Design mem_arbiter, sky130hd; sources not shown.
Fig. 1: run 1, clock routing
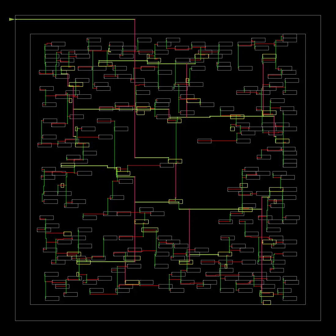
Seq cells: 234
reported clock group power: 0.00212 W
Latency at later pin: 0.53 ns
total CTS buffers: 27

Fig. 2: run 1, placement by cell class
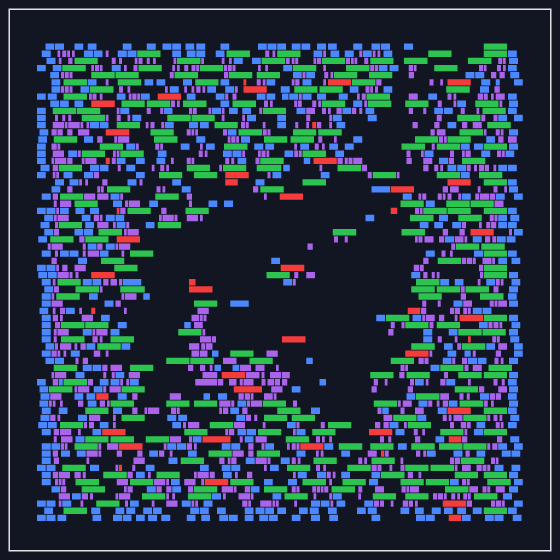
Red marks clock drivers and dummy loads, cells 44. Green marks sequential cells, cells 234. Purple marks combinational and other logic, cells 784. Blue marks remaining buffers and delay cells, cells 508.
core area: 0.0338 mm²
Core Util, Final: 49.6%
design area: 0.0168 mm²
FP Rows: 67

Fig. 3: run 1, power grid
Bar = 50 µm. Pins as bars on the die edge.
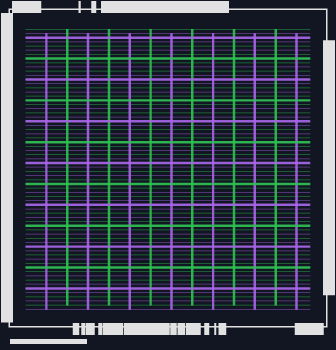
Green marks VDD. Purple marks VSS.
492 signal pins sit on the boundary. 68 met1 rails follow the rows.
Chip Height: 206 µm
Worst VDD drop: 0.379 mV
Die Wd: 206 µm

==> Changelog: implementation, run 1 <==
### Metrics

- Outcome: complete, but fails checks
- Violated checks: max-capacitance violations, max-slew violations
- Worst R2R Path Depth: 5
- Mapped Cells: 1115
- Largest net degree at the start of global routing: 103
- Buf+Inv Stages, Crit Path: 3
- Fin. max-slew vios: 187
- Initial DRC Count: 464
- Postcts setup bufs: 0
- Fillers: 3187
- Required @ worst endpoint: 4.95 ns
- Synth mux share: 3.39%
- Post-Syn Area: 0.0107 mm²
- Main flop type after synthesis: dfrtp_1
- Synth warn: 0
- H-tree Lvls: 1
- CTS resizes: 0
- Leading cell kind: sequential cells
- Die area: 0.0423 mm²
- Crit Path Category: input port to async pin
- GRT Total Usage: 20.0%
- Post-layout power: 0.0103 W
- Slowest stage delay, CP: 1.52 ns
- Number of tapcells: 448
- WL per Instance: 21.3 µm
- Main logic family: simple AND/OR/NAND/NOR gates
- WL final: 43.0 mm
- XOR Share, Synth: 0%
- Clock slew at reported path FFs: 0.06 ns
- Post-Synth Adder-Cell Area: 0.819%
- Max-area cell share: 54.8%
- Yosys stat area: 0.0107 mm²
- Largest area contributor in the netlist: dfrtp_1
- Nets: 1824
- GRT Max-Usage Layer: met2
- Achievable clock frequency: 340 MHz
- Critical path depth in cells: 3
- Signal buffers: 508
- Worst rel slew slack: -44.9%
- Final clock-cell share: 5.09%
- Setup crit start kind: input port
- GRT met2 Usage: 31.7%
- First-pass GRT wire length: 64.3 mm
- R2r setup slk: 1.70 ns
- Post-synth EDFFs: 0
- RSZ-0062 raised after global routing: no
- Critical path's top delay family: buffers and inverters
- Comb_multi_in: 777
- Combinational Area: 0.00438 mm²
- I/O pin cnt: 492
- CTS Buffer Depth: 3
- Init Core Util: 31.7%
- Vias in the first global route: 10500
- Tool warnings: 33
- Antenna-violating nets left: 0
- Sequential cell area share: 34.9%
- Flip-flop and latch area: 0.00586 mm²
- CP endpoint kind: async pin
- Mapped Avg Cell Area: 9.59 µm²
- AO/OA Area Share: 15.6%
- MaxCap Viol Count: 2
- Non-clock inverters: 7
- Simple share: 20.8%
- Final Non-Filler Cells: 2022
- Vias per cell: 4.86
- Number of remaining DRC errors: 0
- Final GP Congestion: 0.827
- Ant diodes: 4
- Register bit total from synthesis: 234
- Total clock sinks: 234
- Minimum clock period: 2.94 ns
- CP max FO: 84
- CP cell instances: dlygate4sd3_1 > clkbuf_2 > buf_4
- DP Cell Count: 1973
- Vias: 9831
- Layout cells sized above 1: 8.28%
- Worst hold path class: input port to flop
- Top cells by count: nand2_1 (324), dfrtp_1 (234), o21ai_0 (109)
- Gr ovfl total: 0
- Root Buffer: clkbuf_16
- Slew at the pin closest to its max-slew limit: 2.17 ns
- Fin crit share: 64.4%
run 1: layout by cell type (no fill, tap or decap), types with 5 or more instances in the layout:
master | synthesis | routed
o21ai_0 | 109 | 111
o21ai_1 | 21 | 19
nand2_1 | 324 | 322
buf_4 | 1 | 13
clkbuf_16 | 0 | 27
clkbuf_8 | 0 | 5
ha_1 | 7 | 6
inv_1 | 7 | 7
nand4_1 | 64 | 64
nor2_1 | 35 | 35
clkbuf_1 | 38 | 5
o211ai_2 | 60 | 60
dlygate4sd3_1 | 0 | 42
a21oi_1 | 33 | 33
nor2b_1 | 5 | 5
nand2b_1 | 64 | 64
clkdlybuf4s50_1 | 0 | 448
mux2i_1 | 34 | 34
dfrtp_1 | 234 | 232
run 1: where the power goes:
part / total, W / switching (W) / internal (W)
Sequential: 0.00346 / 0.000488 / 0.00297
Combinational: 0.00471 / 0.00226 / 0.00245
Clock: 0.00212 / 0.000858 / 0.00127
run 1: logic make-up (layout without fill, tap and decap cells):
| logic type | count (synthesis) | count (layout) |
|---|---|---|
| and+or+nand+nor | 498 | 498 |
| adders and majority gates | 7 | 7 |
| other | 0 | 4 |
| muxes | 36 | 36 |
| DFF | 234 | 234 |
| AOI/OAI and AO/OA | 236 | 236 |
| buffers and inverters | 104 | 559 |
run 1: layer usage:
| metal | up-vias | part of all wire [%] |
|---|---|---|
| met5 | - | 0 |
| met2 | 384 | 47 |
| met4 | 0 | 2.7 |
| met1 | 4728 | 40 |
| met3 | 63 | 11 |
| li1 | 4656 | - |
run 1: stage by stage:
step                setup WS (ns)  hold WS, ns
finish                       1.63        0.244
global route                 1.18        0.246
CTS                          1.76        0.227
detailed placement           1.64        0.269
global placement             1.68        0.261
floorplan                    2.69      -0.0386
==> run 2, diff against run 1 <==
==> constraint.sdc (replaced) <==
create_clock -name clk -period 2.36 [get_ports clk]
set_clock_uncertainty 0.2 [all_clocks]
set_input_delay 0.236 -clock clk [delete_from_list [all_inputs] [get_ports clk]]
set_output_delay 0.236 -clock clk [all_outputs]
set_load 0.005 [all_outputs]
==> run 2 against run 1 <==
Compared with the run above: the run now ends clean; non-clock buffer count grew 21; final cell count grew 1.3%; clock power grew 120%; final area grew 2.2%; combinational power grew 100%; register-to-register slack lost 1.4 ns; global-route usage grew 0.092 points; power grew 100%; sequential cell count is the same; first-iteration DRC count shrank 6.0%.
==> Changelog: implementation, run 2 <==
### Metrics

- Register bit total from synthesis: 234 (unchanged)
- Layout cells sized above 1: 9.51% (was 8.28%)
- Yosys Instances: 1115 (unchanged)
- Postcts setup bufs: 0 (unchanged)
- Fin. max-slew vios: 0 (was 187)
- Main flop type after synthesis: dfrtp_1 (unchanged)
- Crit Path Category: input port to primary output (was input port to async pin)
- Setup crit start kind: input port (unchanged)
- Combinational Area: 0.00437 mm² (was 0.00438 mm²)
- Worst VDD drop: 0.556 mV (was 0.379 mV)
- FP Rows: 67 (unchanged)
- Top cells by count: nand2_1 (324), dfrtp_1 (234), o21ai_0 (109) (unchanged)
- Setup TNS: 0 ns (unchanged)
- Post-synth EDFFs: 0 (unchanged)
- CP cell instances: clkdlybuf4s50_1 > nor2b_1 > clkdlybuf4s50_1 (was dlygate4sd3_1 > clkbuf_2 > buf_4)
- Init Core Util: 31.7% (unchanged)
- Vias per cell: 4.83 (was 4.86)
- Synth warn: 0 (unchanged)
- Largest net degree at the start of global routing: 66 (was 103)
- Clock slew at reported path FFs: 0.06 ns (about the same)
- Number of remaining DRC errors: 0 (unchanged)
- Antenna-violating nets left: 0 (unchanged)
- Mapped Cells: 1115 (unchanged)
- Final Non-Filler Cells: 2049 (was 2022)
- Mapped Avg Cell Area: 9.59 µm² (unchanged)
- I/O pin cnt: 492 (unchanged)
- Minimum clock period: 2.10 ns
- PnR worst setup slack: 0.256 ns (was 1.63 ns)
- Tool warnings: 31 (was 33)
- Total clock sinks: 234 (unchanged)
- Die Wd: 206 µm (unchanged)
- Slowest stage delay, CP: 0.70 ns (was 1.52 ns)
- Flip-flop and latch area: 0.00586 mm² (unchanged)
- Achievable clock frequency: 475 MHz
- Core area: 0.0338 mm² (unchanged)
- Yosys stat area: 0.0107 mm² (unchanged)
- Latency at later pin: 0.53 ns (about the same)
- Post-Syn Area: 0.0107 mm² (unchanged)
- CTS Buffer Depth: 3 (unchanged)
- Chip Height: 206 µm (unchanged)
- R2r setup slk: 0.28 ns (was 1.70 ns)
- Final GP Congestion: 0.893 (was 0.827)
- MaxCap Viol Count: 0 (was 2)
- RSZ-0062 raised after global routing: no (unchanged)
- CP max FO: 6 (was 84)
- Nets: 1846 (was 1824)
- Gr ovfl total: 0 (unchanged)
- Most frequent logic cell in the layout: clkdlybuf4s50_1 (unchanged)
- Outcome: finished clean (was complete, but fails checks)
- Placement Setup Slack: 0.0427 ns (was 1.64 ns)
- Required @ worst endpoint: 1.92 ns (was 4.95 ns)
- Total CTS buffers: 28 (was 27)
- Initial DRC Count: 436 (was 464)
- First-pass GRT wire length: 64.4 mm (was 64.3 mm)
- H-tree Lvls: 1 (unchanged)
- Vias in the first global route: 10400 (was 10500)
- CTS resizes: 0 (unchanged)
- CTS tree: yes (unchanged)
- Worst rel slew slack: 17.2% (was -44.9%)
- Slew at the pin closest to its max-slew limit: 1.24 ns (was 2.17 ns)
- Die area: 0.0423 mm² (unchanged)
- Worst R2R Path Depth: 6 (was 5)
- Largest area contributor in the netlist: dfrtp_1 (unchanged)
- Worst hold path class: input port to flop (unchanged)
[run 2: cell counts after synthesis]
Identical to the previous run, type by type.
[run 2: worst max-delay path, delay by kind of cell]
| family | cells | cell delay (ns) |
|---|---|---|
| simple gates | 1 | 0.21 |
| buf+inv | 2 | 1.23 |
[run 2: through the flow]
stage | power, W | hold WS, ns | cell area, µm²
2_1_floorplan | 0.0107 | -0.260 | 10700
3_3_place_gp | 0.0164 | 0.0208 | 16200
3_5_place_dp | 0.0165 | 0.0242 | 16200
4_1_cts | 0.0213 | 0.000233 | 17200
5_1_grt | 0.0222 | 0.0205 | 17100
6_report | 0.0207 | 0.0156 | 17100
[run 2: per-layer routing]
metal	share of wire (%)	routed length, µm	track usage (%)	vias to the layer above
met2	48	20800	32.3	385
met3	9.6	4180	6.95	47
li1	-	-	-	4703
met5	0	0	-	-
met4	1.9	807	4.46	0
met1	41	17800	23.9	4768
[run 2: cell families (layout without fill, tap and decap cells)]
logic type	after synthesis	after routing	synth area share (%)
flip-flops	234	234	54.8
multiplexers	36	36	3.39
buffers and inverters	104	587	4.60
adder cells (fa/ha/maj)	7	7	0.819
AND-OR/OR-AND	236	236	15.6
AND/OR/NAND/NOR	498	498	20.8
other	0	3	0
[run 2: area by class of cell]
cell class	count	area share [%]
clock inverters	12	1.01
diodes	3	0.0438
multi-input cells	777	25.5
clock buffers	39	4.69
inverters	7	0.153
flip-flops and latches	234	34.2
well taps	448	3.27
repair buffers	529	31.1
[run 2: report_power, final]
group          switching (W)  internal (W)
clock                0.00174       0.00281
sequential          0.000973       0.00575
combinational        0.00445       0.00500
Fig. 4: run 2, wiring by layer
Bar = 50 µm.
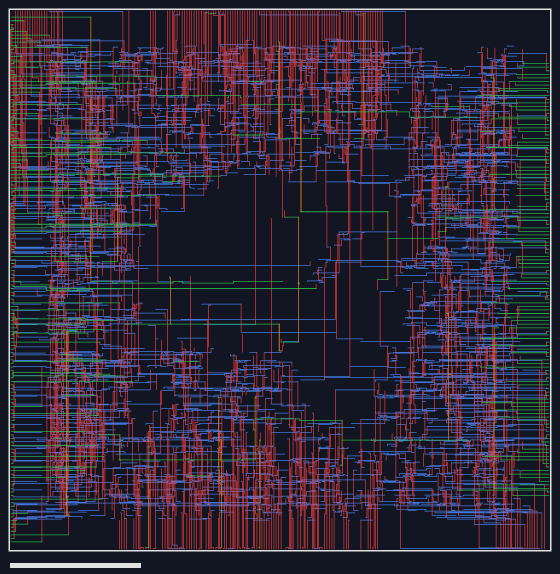
Green marks metal 3, wire length 4180 µm. Orange marks metal 4, wire length 808 µm. Blue marks metal 1, wire length 17800 µm. Red marks metal 2, wire length 20.8 mm.
WL per Instance: 21.2 µm
Vias: 9903
GRT Total Usage: 20.1%
WL final: 43.5 mm

Fig. 5: run 2, clock network drawn from the DEF
Bar = 50 µm.
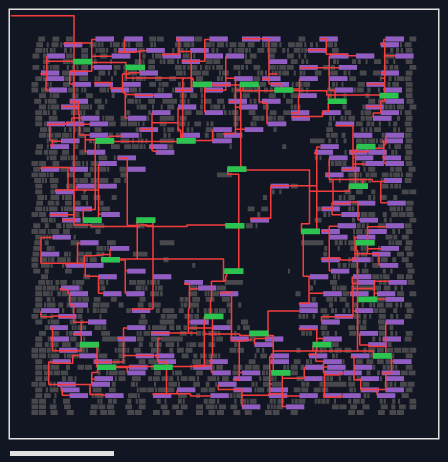
Red marks clock wires, length 3570 µm. Green marks clock drivers, count 28. Purple marks flip-flops, count 234.
There are 29 routed clock nets. Position of the flops: all over the die.
reported clock group power: 0.00456 W
clock network fraction of total power: 22.0%

Power is estimated from default activity; no workload was simulated.
